`src/rtl/img_mem_pkg.sv`:
```
// Shared types and default memory-map constants for the image RAM arbiter.
package img_mem_pkg;

  typedef enum logic [1:0] {
    S_IDLE,
    S_CPU,
    S_DISP
  } arb_state_t;

  localparam int unsigned ORIG_BASE_DEF  = 120;
  localparam int unsigned IMG_SIZE_DEF   = 160000;
  localparam int unsigned PROC_BASE_DEF  = ORIG_BASE_DEF + IMG_SIZE_DEF;      // 160120
  localparam int unsigned REGION_END_DEF = ORIG_BASE_DEF + 2 * IMG_SIZE_DEF;  // 320120

endpackage

```
`src/rtl/img_addr_map.sv`:
```
// Combinational translation of CPU system addresses and display pixel indices
// into image-RAM word addresses, with an in-range flag per port.
module img_addr_map
  import img_mem_pkg::*;
#(
  parameter int unsigned ADDR_W    = 24,
  parameter int unsigned RAM_AW    = 19,
  parameter int unsigned IDX_W     = 18,
  parameter int unsigned ORIG_BASE = ORIG_BASE_DEF,
  parameter int unsigned IMG_SIZE  = IMG_SIZE_DEF
) (
  input  logic [ADDR_W-1:0] cpu_addr_i,
  input  logic              disp_sel_i,
  input  logic [IDX_W-1:0]  disp_idx_i,
  output logic [RAM_AW-1:0] cpu_ram_addr_o,
  output logic              cpu_in_range_o,
  output logic [RAM_AW-1:0] disp_ram_addr_o,
  output logic              disp_in_range_o
);

  localparam logic [ADDR_W-1:0] CpuBase = ADDR_W'(ORIG_BASE);
  localparam int unsigned       CpuEnd  = ORIG_BASE + 2 * IMG_SIZE;

  logic [ADDR_W-1:0] cpu_off;

  // Both images sit back to back in RAM; the processed one starts at IMG_SIZE.
  always_comb begin
    cpu_off         = cpu_addr_i - CpuBase;
    cpu_ram_addr_o  = cpu_off[RAM_AW-1:0];
    cpu_in_range_o  = (32'(cpu_addr_i) >= ORIG_BASE) && (32'(cpu_addr_i) < CpuEnd);
    disp_ram_addr_o = RAM_AW'(disp_idx_i) + (disp_sel_i ? RAM_AW'(IMG_SIZE) : '0);
    disp_in_range_o = 32'(disp_idx_i) < IMG_SIZE;
  end

endmodule

```
`src/rtl/img_mem_arbiter.sv`:
```
// Single-port image RAM arbiter between the CPU data port and the display
// scanner. One access per cycle; a port that was just served yields the next
// slot, so continuously held requests alternate and neither side starves.
module img_mem_arbiter
  import img_mem_pkg::*;
#(
  parameter int unsigned ADDR_W    = 24,
  parameter int unsigned DATA_W    = 8,
  parameter int unsigned ORIG_BASE = ORIG_BASE_DEF,
  parameter int unsigned IMG_SIZE  = IMG_SIZE_DEF,
  parameter int unsigned RAM_AW    = 19,
  parameter int unsigned IDX_W     = 18
) (
  input  logic              clk_i,
  input  logic              rst_ni,
  input  logic              cpu_req_i,
  input  logic              cpu_we_i,
  input  logic [ADDR_W-1:0] cpu_addr_i,
  input  logic [DATA_W-1:0] cpu_wdata_i,
  output logic [DATA_W-1:0] cpu_rdata_o,
  output logic              cpu_ack_o,
  output logic              cpu_err_o,
  input  logic              disp_req_i,
  input  logic              disp_sel_i,
  input  logic [IDX_W-1:0]  disp_idx_i,
  output logic [DATA_W-1:0] disp_rdata_o,
  output logic              disp_valid_o,
  output logic              ram_en_o,
  output logic              ram_we_o,
  output logic [RAM_AW-1:0] ram_addr_o,
  output logic [DATA_W-1:0] ram_wdata_o,
  input  logic [DATA_W-1:0] ram_rdata_i
);

  arb_state_t        state_q, state_d;
  logic              cpu_grant, disp_grant;
  logic              cpu_in_range, disp_in_range;
  logic [RAM_AW-1:0] cpu_ram_addr, disp_ram_addr;
  logic              cpu_ack_q, cpu_err_q, cpu_rd_ok_q;
  logic              disp_valid_q, disp_rd_ok_q;

  img_addr_map #(
    .ADDR_W   (ADDR_W),
    .RAM_AW   (RAM_AW),
    .IDX_W    (IDX_W),
    .ORIG_BASE(ORIG_BASE),
    .IMG_SIZE (IMG_SIZE)
  ) u_addr_map (
    .cpu_addr_i     (cpu_addr_i),
    .disp_sel_i     (disp_sel_i),
    .disp_idx_i     (disp_idx_i),
    .cpu_ram_addr_o (cpu_ram_addr),
    .cpu_in_range_o (cpu_in_range),
    .disp_ram_addr_o(disp_ram_addr),
    .disp_in_range_o(disp_in_range)
  );

  // Grant: the port served last cycle is ineligible; display wins a tie.
  // Held off during reset so the RAM sees no strobe.
  always_comb begin
    disp_grant = rst_ni && disp_req_i && (state_q != S_DISP);
    cpu_grant  = rst_ni && cpu_req_i && (state_q != S_CPU) && !disp_grant;
    state_d    = disp_grant ? S_DISP : (cpu_grant ? S_CPU : S_IDLE);
  end

  // RAM strobe for the winner; out-of-range grants take the slot but no access.
  always_comb begin
    ram_en_o    = 1'b0;
    ram_we_o    = 1'b0;
    ram_addr_o  = '0;
    ram_wdata_o = '0;
    if (disp_grant && disp_in_range) begin
      ram_en_o   = 1'b1;
      ram_addr_o = disp_ram_addr;
    end else if (cpu_grant && cpu_in_range) begin
      ram_en_o   = 1'b1;
      ram_we_o   = cpu_we_i;
      ram_addr_o = cpu_ram_addr;
      if (cpu_we_i) ram_wdata_o = cpu_wdata_i;
    end
  end

  // Arbiter state plus registered completion pulses and read-data qualifiers.
  always_ff @(posedge clk_i or negedge rst_ni) begin
    if (!rst_ni) begin
      state_q      <= S_IDLE;
      cpu_ack_q    <= 1'b0;
      cpu_err_q    <= 1'b0;
      cpu_rd_ok_q  <= 1'b0;
      disp_valid_q <= 1'b0;
      disp_rd_ok_q <= 1'b0;
    end else begin
      state_q      <= state_d;
      cpu_ack_q    <= cpu_grant;
      cpu_err_q    <= cpu_grant && !cpu_in_range;
      cpu_rd_ok_q  <= cpu_grant && cpu_in_range && !cpu_we_i;
      disp_valid_q <= disp_grant;
      disp_rd_ok_q <= disp_grant && disp_in_range;
    end
  end

  // Read data straight from the RAM, forced to zero unless a good read completes.
  always_comb begin
    cpu_ack_o    = cpu_ack_q;
    cpu_err_o    = cpu_err_q;
    disp_valid_o = disp_valid_q;
    cpu_rdata_o  = cpu_rd_ok_q ? ram_rdata_i : '0;
    disp_rdata_o = disp_rd_ok_q ? ram_rdata_i : '0;
  end

endmodule

```
`config.mk`:
```
export PLATFORM = sky130hd
export DESIGN_NAME = img_mem_arbiter
export DESIGN_NICKNAME = d
export VERILOG_FILES = /design/src/rtl/img_mem_pkg.sv /design/src/rtl/img_addr_map.sv /design/src/rtl/img_mem_arbiter.sv
export SDC_FILE = /design/constraint.sdc
export NUM_CORES = 1
export LEC_CHECK = 0
export ABC_CLOCK_PERIOD_IN_PS = 2100
export CAP_MARGIN = 30
export CORE_MARGIN = 2
export CORE_UTILIZATION = 27
export DETAILED_ROUTE_END_ITERATION = 7
export PLACE_DENSITY = 0.86
export SYNTH_ARGS = -nofsm -noshare
export SYNTH_HDL_FRONTEND = slang
export SYNTH_SLANG_ARGS = --single-unit
```
`constraint.sdc`:
```
create_clock -name clk_i -period 2.1 [get_ports clk_i]
set_clock_uncertainty 0.1 [all_clocks]
set_input_delay 0.21 -clock clk_i [delete_from_list [all_inputs] [get_ports clk_i]]
set_output_delay 0.21 -clock clk_i [all_outputs]
set_load 0.005 [all_outputs]
```
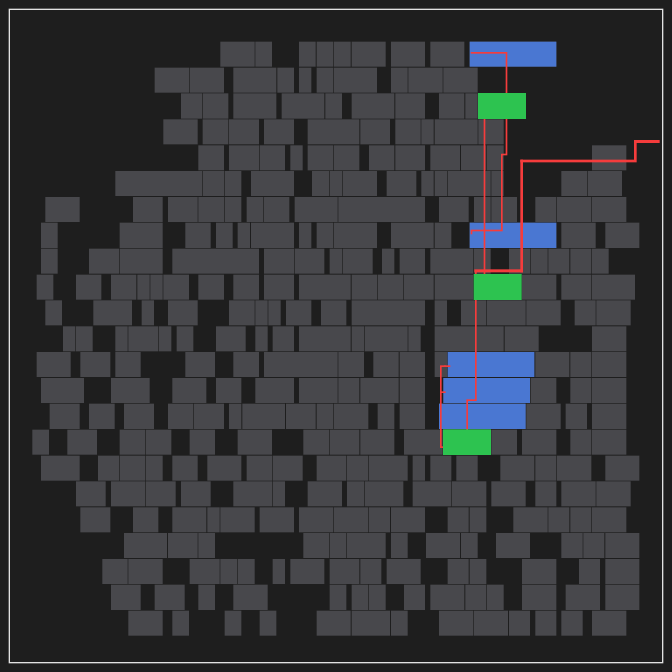
clock_map.png
[red] clock wires | length: 118 µm
[blue] flip-flops | count: 5
[green] cells driving clock nets | count: 3
routed clock nets: 4
worst-skew pair later-pin latency: 0.22 ns
proportion of power drawn by the clock network: 26.1%
clock-net power: 0.179 mW

==> results.yml <==
# synthesis and place-and-route metrics
finish:
  layout-drive-gt1-share_pct: 39.0
  ff_latch_area_um2: 125
  numSequentialCells: 5
  comb_share_pct: 39.6
  antennaDiodeCount: 1
  final_nets: 395
  n_all_buffers: 170
  fillCellCount: 318
  inverters: 4
worst_setup_path:
  crit_path_end_kind: "output pin"
  timing.rr.start: "state_q[0]$_DFF_PN0_"
  rrSetupSlack_ns: 0.18
  cp-endpoint: "ram_wdata_o[1]"
  worst_r2r_endpoint: "cpu_rd_ok_q$_DFF_PN0_"
  ff2ff_path_depth: 7
  cp_max_fo: 4
  worst_ep_arrival_time_ns: 2.05
  critPathLaunchType: "primary input"
grt:
  grt_pass1_vias: 1804
  gr-usage-met3_pct: 4.71
  top_usage_layer: "met2"
  antenna_found_initial: 0
  grt_first_pass_wirelength_mm: 8.23
  grt_use_met2_pct: 44.1
  grt_max_degree: 11
clock_network:
  root_buffer: "clkbuf_8"
  clk_pin_slew_worst_paths_ns: 0.04
  cts_tree: "built"
  clockBufferDepth: 2
  cts_resized: 189
  cts_setup_buffers: 8
detailed_routing:
  post_drt_wl_per_cell_um: 14.6
  wl_met1_mm: 2.13
  wl_met3_um: 429
  drt_iter0_markers: 50
  highest_layer: "met4"
  drcViolationCount: 0
  routed_wl_mm: 5.47
logic_synthesis:
  syn_inst: 154
  synthDistinctLibCells: 37
  synth_area_leader_cell: "dfrtp_1"
  syn-num-nets: 225
  synth-compound-area-share_pct: 21.2
  yosys_area_um2: 1130
  topCellsByArea: "dfrtp_1 (11%), and2_1 (9.4%), xor2_1 (9.3%)"
  edf_count: 0
  yosysWarnings: 0
  yosys-top-cells-count: "and2_1 (17), nand2_1 (17), xor2_1 (12)"
  async_flop_share_pct: 100
  synthXorXnorAreaFrac_pct: 16.3
  numSynthFlops: 5
  topCombFamilyByArea: "simple AND/OR/NAND/NOR gates"
  mux_share_pct: 0
floorplan:
  fp_util_pct: 28.2
  die_h_um: 68.6
  die_w_um: 68.6
  nWellTaps: 50
flow_run:
  max-cap-violations: 0
  warning_count: 29
sta:
  fin_crit_sh_pct: 113
  worst_slack_ns: -0.263
  max_freq_ghz: 0.423
  setup_violations: 29
  setup_tns_ns: -6.26
  rsz0062_at_grt: "yes"
  slew_viol_final: 0
pwr:
  power.internal_mw: 0.475
  p_per_area_nw_per_um2: 244
  sw_frac_of_total_pct: 30.9
  vdd_ir_drop_max_mv: 0.108
placed_design:
  hpwl_mm: 4.19
  gp_congestion: 0.894
  io_buffers: 111
status:
  violations: "negative setup slack"
  outcome: "complete, but fails checks"
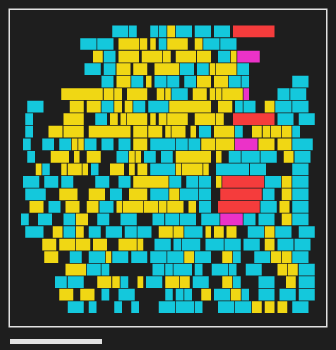
cell_classes.png
The bar under the picture is 20 µm long.
[red] flops | cells: 5 | share of their area: 4.5%
[cyan] other buffers and delay cells | cells: 170 | share of their area: 53%
[yellow] all other logic | cells: 144 | share of their area: 41%
[magenta] clock drivers and dummy loads | cells: 4 | share of their area: 1.6%
Seq area share: 4.44%
row count: 23
Finished Cell Area: 2820 µm²

==> flip-flops by register name, indices dropped and copies added, names as in the netlist <==
name / cells
disp_valid_o: 1
cpu_err_o: 1
disp_rd_ok_q: 1
cpu_rd_ok_q: 1
state_q: 1
==> critical path: stages <==
cell and delay (ns):
buf_6 0.09, or4_4 0.52, a211oi_2 0.15, nand2_1 0.10
buf_6 0.13, nor4_4 0.30, buf_4 0.21, buf_6 0.09
and3_1 0.14, buf_2 0.11
==> worst min path at each step <==
stage          startpoint                     end  slack [ns]  depth (start not counted)
6_report           rst_ni  disp_valid_o$_DFF_PN0_        0.22                          2
5_1_grt            rst_ni  disp_valid_o$_DFF_PN0_        0.24                          2
4_1_cts            rst_ni  disp_valid_o$_DFF_PN0_        0.18                          2
3_5_place_dp       rst_ni     cpu_err_o$_DFF_PN0_        0.42                          2
3_3_place_gp       rst_ni  disp_rd_ok_q$_DFF_PN0_        0.41                          2
2_1_floorplan      rst_ni     cpu_err_o$_DFF_PN0_       -0.19                          0
==> cell usage in the layout, fill, tap and decap left out, drive strengths merged, types with 2 or more instances in the layout <==
cell type	instances
buf	93
clkdlybuf4s50	61
and2	17
nand2	17
xor2	12
and3	10
nor2	9
xnor2	9
o22ai	9
nand3	9
dlygate4sd2	8
o21ai	8
ha	7
a22o	5
dfrtp	5
clkdlybuf4s15	5
inv	4
nor3	4
clkbuf	4
nor4	4
or4	3
dlymetal6s2s	3
nor2b	2
a211oi	2
nand4	2
==> power groups by stage <==
stage	clock network [mW]	registers [mW]	logic [mW]
6_report	0.179	0.104	0.404
5_1_grt	0.187	0.105	0.437
4_1_cts	0.184	0.104	0.391
3_5_place_dp	0	0.105	0.389
3_3_place_gp	0	0.105	0.382
2_1_floorplan	0	0.105	0.114
Power and IR drop assume default switching activity.
